$ cat config.mk
export PLATFORM = sky130hd
export DESIGN_NAME = pll_reset_sequencer
export DESIGN_NICKNAME = d
export VERILOG_FILES = /design/src/rtl/pll_reset_sequencer.sv
export SDC_FILE = /design/constraint.sdc
export NUM_CORES = 1
export LEC_CHECK = 0
export ABC_AREA = 1
export ABC_CLOCK_PERIOD_IN_PS = 1890
export CELL_PAD_IN_SITES_DETAIL_PLACEMENT = 1
export CELL_PAD_IN_SITES_GLOBAL_PLACEMENT = 1
export CORE_MARGIN = 2
export CORE_UTILIZATION = 44
export DETAILED_ROUTE_END_ITERATION = 6
export PLACE_DENSITY = 0.76
export SLEW_MARGIN = 20
export SYNTH_ARGS = -nofsm -noshare
export SYNTH_HDL_FRONTEND = slang
export SYNTH_SLANG_ARGS = --single-unit
$ cat constraint.sdc
create_clock -name clk -period 1.89 [get_ports clk]
set_input_delay 0.2835 -clock clk [delete_from_list [all_inputs] [get_ports clk]]
set_output_delay 0.2835 -clock clk [all_outputs]
set_load 0.03 [all_outputs]
$ cat src/rtl/pll_reset_sequencer.sv
// Post-PLL reset sequencer: waits for a stable lock, releases the peripheral
// reset, then the CPU reset; a debounced button or lock loss reasserts both.
module pll_reset_sequencer #(
  parameter int LOCK_STABLE_CYCLES     = 4800,
  parameter int PERIPH_TO_CPU_CYCLES   = 16,
  parameter int BUTTON_DEBOUNCE_CYCLES = 48000,
  parameter int CNT_WIDTH              = 16
) (
  input  logic       clk,
  input  logic       reset,
  input  logic       pll_lock,
  input  logic       button,
  output logic       periph_reset,
  output logic       cpu_reset,
  output logic       ready,
  output logic [2:0] state,
  output logic [7:0] lock_loss_count
);

  typedef enum logic [2:0] {
    WAIT_LOCK  = 3'd0,
    STABLE     = 3'd1,
    REL_PERIPH = 3'd2,
    RUN        = 3'd3,
    LOST       = 3'd4,
    HOLD       = 3'd5
  } state_t;

  localparam logic [CNT_WIDTH-1:0] STABLE_MAX   = CNT_WIDTH'(LOCK_STABLE_CYCLES - 1);
  localparam logic [CNT_WIDTH-1:0] GAP_MAX      = CNT_WIDTH'(PERIPH_TO_CPU_CYCLES - 1);
  localparam logic [CNT_WIDTH-1:0] DEBOUNCE_MAX = CNT_WIDTH'(BUTTON_DEBOUNCE_CYCLES - 1);
  localparam logic [CNT_WIDTH-1:0] CNT_ONE      = CNT_WIDTH'(1);

  state_t               cur;
  state_t               nxt;
  logic [CNT_WIDTH-1:0] cnt;
  logic [CNT_WIDTH-1:0] cnt_nxt;
  logic [CNT_WIDTH-1:0] db_cnt;
  logic                 lock_meta;
  logic                 lock_s;
  logic                 btn_meta;
  logic                 btn_s;
  logic                 btn_db;
  logic                 loss_event;

  always_ff @(posedge clk or posedge reset) begin
    if (reset) begin
      lock_meta <= 1'b0;
      lock_s    <= 1'b0;
      btn_meta  <= 1'b0;
      btn_s     <= 1'b0;
    end else begin
      lock_meta <= pll_lock;
      lock_s    <= lock_meta;
      btn_meta  <= button;
      btn_s     <= btn_meta;
    end
  end

  // The debounced level only flips after btn_s has disagreed with it for the full window.
  always_ff @(posedge clk or posedge reset) begin
    if (reset) begin
      db_cnt <= '0;
      btn_db <= 1'b0;
    end else if (btn_s == btn_db) begin
      db_cnt <= '0;
    end else if (db_cnt == DEBOUNCE_MAX) begin
      db_cnt <= '0;
      btn_db <= ~btn_db;
    end else begin
      db_cnt <= db_cnt + CNT_ONE;
    end
  end

  always_comb begin
    nxt        = cur;
    cnt_nxt    = '0;
    loss_event = 1'b0;
    case (cur)
      WAIT_LOCK: begin
        if (lock_s && !btn_db) nxt = STABLE;
      end
      STABLE: begin
        if (!lock_s)                nxt = WAIT_LOCK;
        else if (btn_db)            nxt = HOLD;
        else if (cnt == STABLE_MAX) nxt = REL_PERIPH;
        else                        cnt_nxt = cnt + CNT_ONE;
      end
      REL_PERIPH: begin
        if (!lock_s)             nxt = WAIT_LOCK;
        else if (btn_db)         nxt = HOLD;
        else if (cnt == GAP_MAX) nxt = RUN;
        else                     cnt_nxt = cnt + CNT_ONE;
      end
      RUN: begin
        if (!lock_s) begin
          nxt        = LOST;
          loss_event = 1'b1;
        end else if (btn_db) begin
          nxt = HOLD;
        end
      end
      LOST:    nxt = WAIT_LOCK;
      HOLD:    if (!btn_db) nxt = WAIT_LOCK;
      default: nxt = WAIT_LOCK;
    endcase
  end

  // Reset outputs are decoded from the next state so they change on the transition edge.
  always_ff @(posedge clk or posedge reset) begin
    if (reset) begin
      cur             <= WAIT_LOCK;
      cnt             <= '0;
      periph_reset    <= 1'b1;
      cpu_reset       <= 1'b1;
      ready           <= 1'b0;
      lock_loss_count <= 8'd0;
    end else begin
      cur          <= nxt;
      cnt          <= cnt_nxt;
      periph_reset <= !((nxt == REL_PERIPH) || (nxt == RUN));
      cpu_reset    <= (nxt != RUN);
      ready        <= (nxt == RUN);
      if (loss_event && (lock_loss_count != 8'hFF))
        lock_loss_count <= lock_loss_count + 8'd1;
    end
  end

  assign state = cur;

endmodule

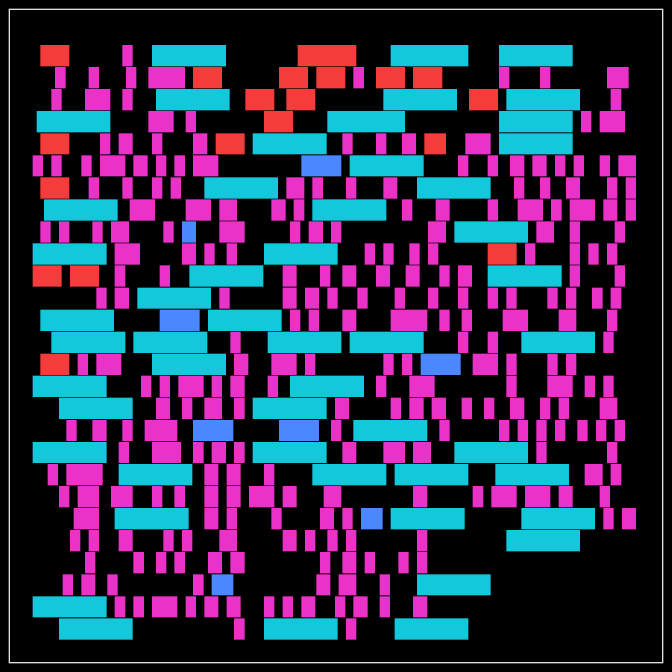
(run_1/placement_by_type.png)
| color | class | cells | share of their area |
|---|---|---|---|
| magenta | combinational and other logic | 267 | 45% |
| red | remaining buffers and delay cells | 19 | 6.9% |
| cyan | sequential cells | 51 | 45% |
| blue | clock drivers and dummy loads | 8 | 3.1% |
final instance area: 2940 um2
row count: 27
final design utilization: 0.527
CORE AREA: 5570 um2

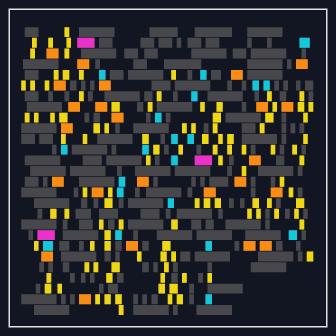
(run_1/logic_types.png)
| color | family | cells |
|---|---|---|
| magenta | fa/ha/maj cells | 3 |
| orange | xor and xnor cells | 24 |
| cyan | aoi and oai cells | 20 |
| yellow | nand cells | 104 |
highest-count logic cell in the final layout: nand2_1
Comb/total area: 0.385

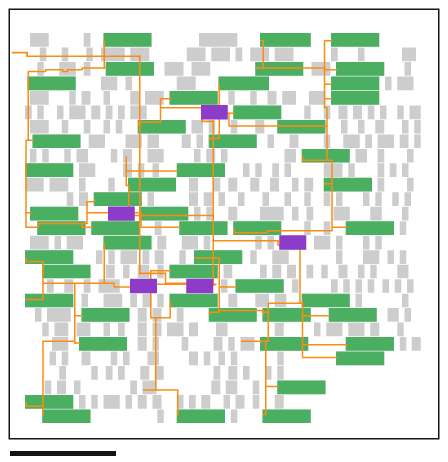
(run_1/clk_routes.png)
The bar under the picture is 20 um long.
[green] flip-flops | count: 51
[orange] clock wires | length: 657 um
[purple] clock drivers | count: 5
flops lie: all over the die
routed clock nets: 6
clk_lat worst skew: 0.31 ns
Worst Clk Skew: 0.0111 ns
clock share of power: 0.331
Power Clock: 0.000635 W

## run 1: final cells by class
| cell class | count | area, um2 | share of cell area |
|---|---|---|---|
| timing repair buffer | 19 | 198 | 0.0673 |
| inverter | 40 | 150 | 0.0512 |
| sequential | 51 | 1280 | 0.436 |
| clock buffer | 5 | 68.8 | 0.0234 |
| tap | 72 | 90.1 | 0.0307 |
| multi-input combinational | 227 | 1130 | 0.385 |
| clock inverter | 3 | 20.0 | 0.00682 |
## run 1: per-stage QoR
| stage | cell area (um2) | util |
|---|---|---|
| after detailed placement | 2850 | 0.511 |
| after CTS | 2940 | 0.527 |
| after global routing | 2940 | 0.527 |
| after floorplan | 2570 | - |
| after global placement | 2850 | 0.511 |
| final | 2940 | 0.527 |
==> results.ini, run 1 <==
[pwr]
p_sw_frac = 0.261
p_sw_w = 0.000501
ir_worst_vdd_mv = 0.460
combPwrFrac = 0.080
p_seq_w = 0.00113
p_seq_frac = 0.588
powerDensity_nw_per_um2 = 653
p_total_w = 0.00192

[global_routing]
grt_max_degree = 29
grt_pass1_wl_um = 10400
gr-usage-all-layers = 0.208
grt_pass1_vias = 2240
antenna_found_initial = 0
met3_usage = 0.0393

[synth]
ys_top_cells_by_area = dfrtp_1 (48%), nand2_1 (11%), nor2_1 (7.9%)
async_flop_share = 1.00
mux_area_frac = 0
postSynthSeqShare = 0.498
ys_sh_aoi = 0.0414
ys_types = 24
synth-simple-area-share = 0.302
ys_sh_adder = 0.0146
logic_family = simple AND/OR/NAND/NOR gates
synthXorXnorAreaFrac = 0.0818
most_common_cell = nand2_1
synth_top_area_share = 0.477
syn_area_um2 = 2570
yosysChipArea_um2 = 2570
ys.flop_type = dfrtp_1
synthCells = 319
fp_nets = 326

[setup_path]
path_cells = clkdlybuf4s50_1
cp.required_ns = 1.61
r2r_slack_ns = 0.23
cpMaxStageDelayCell = clkdlybuf4s50_1
reg2reg_depth = 8
cp_num_cells = 1
path_buffers = 1
endpoint = periph_reset
r2r_start = cnt[0]$_DFF_PP0_
path_max_fanout = 1
crit_family = buffers and inverters
r2r_end = cnt[3]$_DFF_PP0_
timing_worst_setup_path_type = reg -> out
cp.arrival_ns = 1.54

[floorplan]
dieArea_um2 = 6470
fp_util = 0.461
die_x_um = 80.4
dieHeight_um = 80.4

[cts]
cts_resized = 0
clk_pin_slew_ns = 0.10
cts_made_buffers = 5
tritoncts = built
ctsHoldBuffers = 0
htree_levels = 2
clock_sinks = 51

[sta]
finalSetupViolCount = 0
hold_viol = 0
period_needed_ns = 1.82
slew_violations = 0
fmax_mhz = 549
fin_tns_setup_ns = 0
rsz0062_at_grt = false
whs_ns = 0.186

[route]
wire_per_inst_um = 14.4
wl_met2_um = 3110
postRouteAntennaNets = 0
wl_met3_um = 102
drc = 0
first_iter_violations = 59
vias_per_cell = 5.04
dr.pass1.iters = 4
vias = 2100

[place]
place_inst = 409
dp_slack_ns = 0.247

[finish]
syn2layout_area_growth_pct = 14.2
fin_cells = 417
n_antenna_cell = 0
nets = 351
layout_top_cells = nand2_1 (72), nor2_1 (54), dfrtp_1 (49)
final.fill_count = 700

[run]
warnings = 26

[status]
status = finished, final reports clean

[min_path]
worstHoldPathType = in -> async

==> run 1 -> run 2 <==
Settings changed: SKIP_LAST_GASP set to 1, SLEW_MARGIN 20 to unset.
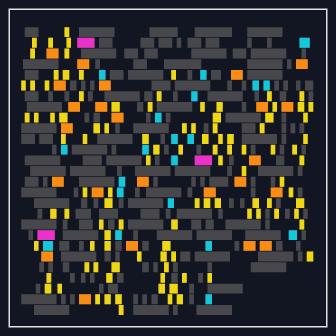
(run_2/logic_types.png)
| color | family | cells |
|---|---|---|
| magenta | fa/ha/maj cells | 3 |
| orange | xor and xnor cells | 24 |
| cyan | aoi and oai cells | 20 |
| yellow | nand cells | 104 |
Final Non-Filler Cells: 417

==> results.ini, run 2 <==
[floorplan]
design.core.area_um2 = 5570  ; unchanged
dieHeight_um = 80.4  ; unchanged
fp_util = 0.461  ; unchanged
dieArea_um2 = 6470  ; unchanged
die_x_um = 80.4  ; unchanged
rows = 27  ; unchanged
io_pins = 18

[finish]
syn2layout_area_growth_pct = 14.2  ; unchanged
nets = 351  ; unchanged
lay_top_count = nand2_1
final_util = 0.527  ; unchanged
final.fill_count = 700  ; unchanged
n_antenna_cell = 0  ; unchanged
post_route_cells_drive_above_1_share = 0.0667
layout_top_cells = nand2_1 (72), nor2_1 (54), dfrtp_1 (49)
final_cell_area_um2 = 2940  ; unchanged
reg_top3 = cnt: 16 flops, db_cnt: 16 flops, lock_loss_count: 8 flops

[pwr]
powerDensity_nw_per_um2 = 653  ; unchanged
clkPwrFrac = 0.331  ; about the same
p_total_w = 0.00192  ; unchanged
powerComb_w = 0.000154
p_leak_nw = 1.32
p_sw_frac = 0.261  ; unchanged
p_sw_w = 0.000501  ; unchanged
ir_worst_vdd_mv = 0.460  ; unchanged
intPower_w = 0.00142
p_seq_w = 0.00113  ; about the same
combPwrFrac = 0.080  ; about the same
p_clk_w = 0.000635  ; about the same
maxPowerGroup = registers
p_seq_frac = 0.588  ; about the same

[synth]
top_area_cell = dfrtp_1
ys_top_cells_by_area = dfrtp_1 (48%), nand2_1 (11%), nor2_1 (7.9%)
ys_types = 24  ; unchanged
top_cells_by_count = nand2_1 (72), nor2_1 (54), dfrtp_1 (49)
async_flop_share = 1.00  ; unchanged
synth_top_area_share = 0.477  ; unchanged
ys.flop_type = dfrtp_1
synthCells = 319  ; unchanged
edf_count = 0
yosysChipArea_um2 = 2570  ; unchanged
ys_seq_elements = 51
post_synth.cell_area_avg_um2 = 8.06
yosys_warnings = 0
fp_nets = 326  ; unchanged
syn_area_um2 = 2570  ; unchanged
yosys_cells = 319
most_common_cell = nand2_1
postSynthSeqShare = 0.498  ; unchanged

[route]
vias_per_cell = 5.04  ; unchanged
first_iter_violations = 59  ; unchanged
wire_per_inst_um = 14.4  ; unchanged
vias = 2100  ; unchanged
dr.pass1.iters = 4  ; unchanged
wl_met2_um = 3110  ; unchanged
wl_met3_um = 102  ; unchanged
highest_layer = met4
drt-total-wl_um = 5990
postRouteAntennaNets = 0  ; unchanged
wl_met1_um = 2710
drc = 0  ; unchanged

[setup_path]
path_buffers = 1  ; unchanged
crit_family = buffers and inverters
endpoint = periph_reset
critical_path.startpoint = periph_reset$_DFF_PP1_
crit_path_max_incr_delay_ns = 0.68
path_cells = clkdlybuf4s50_1
r2r_end = cnt[3]$_DFF_PP0_
timing_worst_setup_path_type = reg -> out
path_max_fanout = 1  ; unchanged
r2r_start = cnt[0]$_DFF_PP0_
r2r_slack_ns = 0.23  ; about the same
cp_num_cells = 1  ; unchanged
cp.arrival_ns = 1.54  ; about the same
cpMaxStageDelayCell = clkdlybuf4s50_1
start_kind = flop
cp.required_ns = 1.61  ; about the same
cp-end-kind = output pin
reg2reg_depth = 8  ; unchanged

[status]
status = finished, final reports clean

[cts]
cts_resized = 0  ; unchanged
post_cts_buffers = 0
htree_levels = 2  ; unchanged
cts_max_path_buffers = 2
clkLatencyLatePin_ns = 0.31  ; about the same
clk_pin_slew_ns = 0.10  ; about the same
ctsHoldBuffers = 0  ; unchanged
cts_root_buf = clkbuf_8
clock_sinks = 51  ; unchanged
tritoncts = built
cts_made_buffers = 5  ; unchanged

[place]
place.gp.congestion = 0.749
dp_slack_ns = 0.247  ; unchanged
dp_hpwl_um = 4520
post_dp_cell_area_um2 = 2850  ; unchanged
port_buffers = 17
place_inst = 409  ; unchanged

[sta]
rsz0062_at_grt = false
clock_skew_ns = 0.0111  ; unchanged
finalCritPeriodShare = 0.963
whs_ns = 0.186  ; unchanged
fin_ws_ns = 0.0700
slew_headroom = 0.663
finalSetupViolCount = 0  ; unchanged
slew_violations = 0  ; unchanged
fin_tns_setup_ns = 0  ; unchanged
hold_viol = 0  ; unchanged
worstMarginPinSlew_ns = 0.502
period_needed_ns = 1.82  ; unchanged
fmax_mhz = 549  ; unchanged

[global_routing]
grt_max_degree = 29  ; unchanged
grt_overflow = 0
gr-usage-all-layers = 0.208  ; unchanged
antenna_found_initial = 0  ; unchanged
grt_pass1_vias = 2240  ; unchanged
grt_pass1_wl_um = 10400  ; unchanged

[run]
warnings = 26  ; unchanged
cap_violations = 0

[min_path]
worstHoldPathType = in -> async

run 2: cell counts in the layout (fill, tap and decap cells not counted):
Identical to the previous run, type by type.
run 2: cells by family after synthesis:
family	synth area share
buffers and inverters	0.0628
AOI/OAI and AO/OA	0.0414
adders and majority gates	0.0146
and+or+nand+nor	0.302
DFF	0.498
xor gates and xnor gates	0.0818
run 2: layout make-up:
type	count	area, um2	share of cell area
clock buffer	5	68.8	0.0234
tap	72	90.1	0.0307
inverter	40	150	0.0512
timing repair buffer	19	198	0.0673
clock inverter	3	20.0	0.00682
sequential	51	1280	0.436
multi-input combinational	227	1130	0.385
run 2: layer usage:
layer | GRT usage | vias to the layer above
met4 | 0.0576 | 0
li1 | - | 1050
met5 | 0 | -
met1 | 0.259 | 1032
met2 | 0.369 | 12
met3 | 0.0393 | 6
Power figures rest on the tool's default switching activity, not on a simulated workload.
